[src/rtl/ksa_shuffle.sv]
// ksa_shuffle -- RC4 key-scheduling stage.
//
// Permutes the 256-entry S-box held in an external RAM using the secret key:
//   for i = 0..255: j = j + S[i] + key[i mod KEY_BYTES]; swap S[i], S[j]
// and raises finish when done. The downstream PRGA stage consumes the result.
//
// Configuration macro: KSA_INIT_EN
//   defined   : an INIT state fills S[n] = n before shuffling (256 extra cycles).
//   undefined : S must already hold the identity permutation when start arrives.
//
// Ports
//   clk             in   system clock, rising edge
//   reset           in   synchronous, active-high
//   start           in   level request, accepted only in IDLE
//   secret_key      in   key, captured when a run begins (byte 0 is the MSB byte)
//   q_data          in   S RAM read data, valid READ_LAT cycles after address
//   finish          out  high in DONE
//   ksa_mem_handler out  high while this stage owns the S RAM
//   address         out  S RAM address (registered)
//   data            out  S RAM write data (registered)
//   wen             out  S RAM write enable (registered)
module ksa_shuffle #(
    parameter int KEY_BYTES = 3,
    parameter int DEPTH     = 256,
    parameter int READ_LAT  = 2
) (
    input  logic                   clk,
    input  logic                   reset,
    input  logic                   start,
    input  logic [8*KEY_BYTES-1:0] secret_key,
    input  logic [7:0]             q_data,
    output logic                   finish,
    output logic                   ksa_mem_handler,
    output logic [7:0]             address,
    output logic [7:0]             data,
    output logic                   wen
);

    localparam int            KW       = (KEY_BYTES > 1) ? $clog2(KEY_BYTES) : 1;
    localparam logic [7:0]    LAST_IDX = 8'(DEPTH - 1);
    localparam logic [7:0]    RD_LAST  = 8'(READ_LAT - 1);
    localparam logic [KW-1:0] K_LAST   = KW'(KEY_BYTES - 1);

`ifdef KSA_INIT_EN
    typedef enum logic [2:0] {IDLE, INIT, RD_SI, CALC_J, RD_SJ, WR_I, WR_J, DONE} state_t;
`else
    typedef enum logic [2:0] {IDLE, RD_SI, CALC_J, RD_SJ, WR_I, WR_J, DONE} state_t;
`endif

    state_t                 state, state_n;
    logic [7:0]             i, i_n, j, j_n, si, si_n, sj, sj_n;
    logic [7:0]             rd_cnt, rd_cnt_n;
    logic [KW-1:0]          kcnt, kcnt_n;
    logic [8*KEY_BYTES-1:0] key, key_n;
    logic [7:0]             address_n, data_n;
    logic                   wen_n, finish_n, handler_n;

    // Key byte selected by the wrap counter; byte 0 sits in the top bits.
    function automatic logic [7:0] key_byte(input logic [8*KEY_BYTES-1:0] k,
                                            input logic [KW-1:0] idx);
        logic [7:0] b;
        b = 8'd0;
        for (int n = 0; n < KEY_BYTES; n++) begin
            if (idx == KW'(n)) b = k[8*(KEY_BYTES-n)-1 -: 8];
        end
        return b;
    endfunction

    always_ff @(posedge clk) begin
        if (reset) begin
            state           <= IDLE;
            i               <= 8'd0;
            j               <= 8'd0;
            si              <= 8'd0;
            sj              <= 8'd0;
            rd_cnt          <= 8'd0;
            kcnt            <= '0;
            key             <= '0;
            address         <= 8'd0;
            data            <= 8'd0;
            wen             <= 1'b0;
            finish          <= 1'b0;
            ksa_mem_handler <= 1'b0;
        end else begin
            state           <= state_n;
            i               <= i_n;
            j               <= j_n;
            si              <= si_n;
            sj              <= sj_n;
            rd_cnt          <= rd_cnt_n;
            kcnt            <= kcnt_n;
            key             <= key_n;
            address         <= address_n;
            data            <= data_n;
            wen             <= wen_n;
            finish          <= finish_n;
            ksa_mem_handler <= handler_n;
        end
    end

    always_comb begin
        state_n  = state;
        i_n      = i;
        j_n      = j;
        si_n     = si;
        sj_n     = sj;
        rd_cnt_n = rd_cnt;
        kcnt_n   = kcnt;
        key_n    = key;

        case (state)
            IDLE: begin
                if (start) begin
`ifdef KSA_INIT_EN
                    state_n = INIT;
`else
                    state_n = RD_SI;
`endif
                    key_n    = secret_key;
                    i_n      = 8'd0;
                    j_n      = 8'd0;
                    kcnt_n   = '0;
                    rd_cnt_n = 8'd0;
                end
            end
`ifdef KSA_INIT_EN
            // i doubles as the fill counter and wraps back to 0 for the shuffle.
            INIT: begin
                i_n = i + 8'd1;
                if (i == LAST_IDX) state_n = RD_SI;
            end
`endif
            RD_SI: begin
                if (rd_cnt == RD_LAST) begin
                    si_n     = q_data;
                    rd_cnt_n = 8'd0;
                    state_n  = CALC_J;
                end else begin
                    rd_cnt_n = rd_cnt + 8'd1;
                end
            end
            CALC_J: begin
                j_n     = j + si + key_byte(key, kcnt);
                state_n = RD_SJ;
            end
            RD_SJ: begin
                if (rd_cnt == RD_LAST) begin
                    sj_n     = q_data;
                    rd_cnt_n = 8'd0;
                    state_n  = WR_I;
                end else begin
                    rd_cnt_n = rd_cnt + 8'd1;
                end
            end
            WR_I: state_n = WR_J;
            WR_J: begin
                i_n     = i + 8'd1;
                kcnt_n  = (kcnt == K_LAST) ? '0 : kcnt + KW'(1);
                state_n = (i == LAST_IDX) ? DONE : RD_SI;
            end
            DONE: begin
                if (!start) state_n = IDLE;
            end
            default: state_n = IDLE;
        endcase
    end

    // Outputs are decoded from the next state so they register in step with it.
    always_comb begin
        address_n = address;
        data_n    = data;
        wen_n     = 1'b0;
        case (state_n)
`ifdef KSA_INIT_EN
            INIT: begin
                address_n = i_n;
                data_n    = i_n;
                wen_n     = 1'b1;
            end
`endif
            RD_SI:  address_n = i_n;
            RD_SJ:  address_n = j_n;
            WR_I: begin
                address_n = i_n;
                data_n    = sj_n;
                wen_n     = 1'b1;
            end
            WR_J: begin
                address_n = j_n;
                data_n    = si_n;
                wen_n     = 1'b1;
            end
            default: ;
        endcase
        finish_n  = (state_n == DONE);
        handler_n = (state_n != IDLE) && (state_n != DONE);
    end

endmodule

[config.mk]
export PLATFORM = sky130hd
export DESIGN_NAME = ksa_shuffle
export DESIGN_NICKNAME = d
export VERILOG_FILES = /design/src/rtl/ksa_shuffle.sv
export SDC_FILE = /design/constraint.sdc
export NUM_CORES = 1
export LEC_CHECK = 0
export CAP_MARGIN = 20
export CORE_MARGIN = 2
export CORE_UTILIZATION = 26
export DETAILED_ROUTE_END_ITERATION = 6
export SLEW_MARGIN = 30
export SYNTH_ARGS = -nofsm -noshare
export SYNTH_HDL_FRONTEND = slang
export SYNTH_SLANG_ARGS = --single-unit
[constraint.sdc]
create_clock -name clk -period 3.7 [get_ports clk]
set_input_delay 0.37 -clock clk [delete_from_list [all_inputs] [get_ports clk]]
set_output_delay 0.37 -clock clk [all_outputs]
set_load 0.02 [all_outputs]
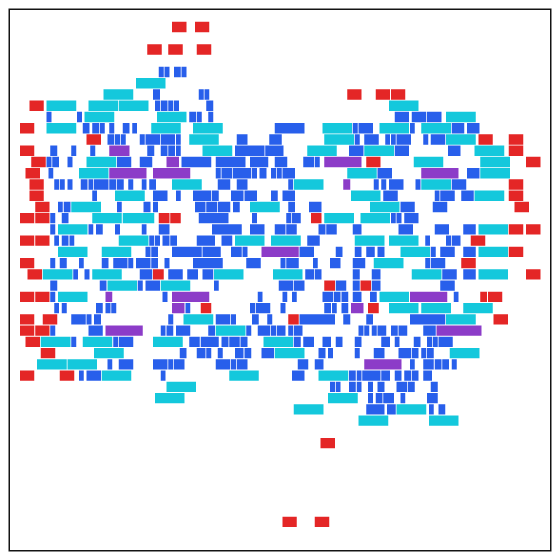
cell_classes.png
| colour | class | cells | share of their area |
|---|---|---|---|
| cyan | flip-flops | 88 | 36% |
| blue | all other logic | 353 | 46% |
| purple | clock drivers and dummy loads | 16 | 6.2% |
| red | other buffers and delay cells | 62 | 12% |

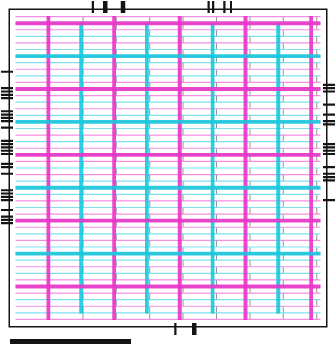
pdn.png
The bar under the picture is 50 microns long. Pins as bars on the die edge. Tap cells in grey.
| colour | net |
|---|---|
| magenta | VSS |
| cyan | VDD |
met4 straps: 9
tap cells: 216

==> flow_summary.toml <==
# physical design summary
[finish]
comb_area_sq_mm = 0.002246
flops = 88
regArea_sq_mm = 0.001763
clk_share = 0.05880
largest_reg_flops = 24
layout.cells.non_filler = 735
nFillCells = 1674
comb_area_frac = 0.4325
mostFrequentLayoutCells = "dfxtp_1 (87), nor2_1 (66), nand2_1 (62)"
finalInstanceArea_sq_mm = 0.005192
buffer_area_frac = 0.1142
fin_util = 0.3293
clkbuf_count = 10

[power]
powerDensity_mw_per_mm2 = 418.5
peakVddDrop_mv = 0.2421
power.group.top = "sequential cells"
p_total_mw = 2.173
p_sw_mw = 0.5497
internal_power_mw = 1.623

[placement]
gp_congestion = 0.7618
hpwlAfterDp_microns = 7066
port_buffers = 53
pre_cts_ws_ns = 0.2197

[global_routing]
grt_first_pass_wirelength_microns = 16510
antenna_found_initial = 0
grtUsageTotal = 0.1240
grt_pass1_vias = 3282
grt_max_degree = 43
use_met1 = 0.1675

[worst_setup_path]
path_class = "flip-flop to flip-flop"
cp_slowest_cell = "fa_1"
max_stage_delay_ns = 0.45
worst-path-stages = 13
cp-start-kind = "flip-flop"
reg2reg_to = "address[7]$_SDFFE_PP0P_"
path_cells = "nor2b_2, nand2_1, o21ai_0, fa_1, ha_1, fa_1, a21o_1, o21ai_0, a21oi_1, xnor2_1, mux2i_1, a211oi_1, o41ai_1"
r2r_slack_ns = 0.33

[timing]
layout_min_cycle_time_ns = 3.372
worst_pin_slew_ns = 0.8185
setup_ws_ns = 0.3277
fmax_ghz = 0.2965
final_max_slew_viol_count = 0
finClkSkew_ns = 0.005300
maxSlewHeadroom = 0.4507
fin_hold_ws_ns = 0.4565
setup_viol = 0

[yosys]
topCellsByArea = "dfxtp_1 (42%), mux2i_1 (11%), nor2_1 (5.9%)"
top_cell_area_share = 0.4229
synth.area.mux_share = 0.1129
synthAoiAreaFrac = 0.1529
ys_area_sq_mm = 0.004165
synth_cell_types = 47
synthArstFlopShare = 0

[drt]
route.detailed.drc = 0
dr.pass1.iters = 4
vias = 3391
drt_iter0_drc = 219
vias_per_cell = 4.614
wl_met1_microns = 5010

[outcome]
outcome = "finished clean"

[floorplan]
tapCellCount = 216
io_pins = 54
fp.dieH_microns = 130.6
die_w_microns = 130.6
rows = 46

[hold_path]
min_path_type = "flip-flop to flip-flop"
min_to = "key[19]$_SDFFE_PP0P_"

[clocking]
htree_levels = 3
post-cts-setup-buffer-count = 0
clock_path_buffers = 2
cts_tree = "built"
insertion_delay_ns = 0.34
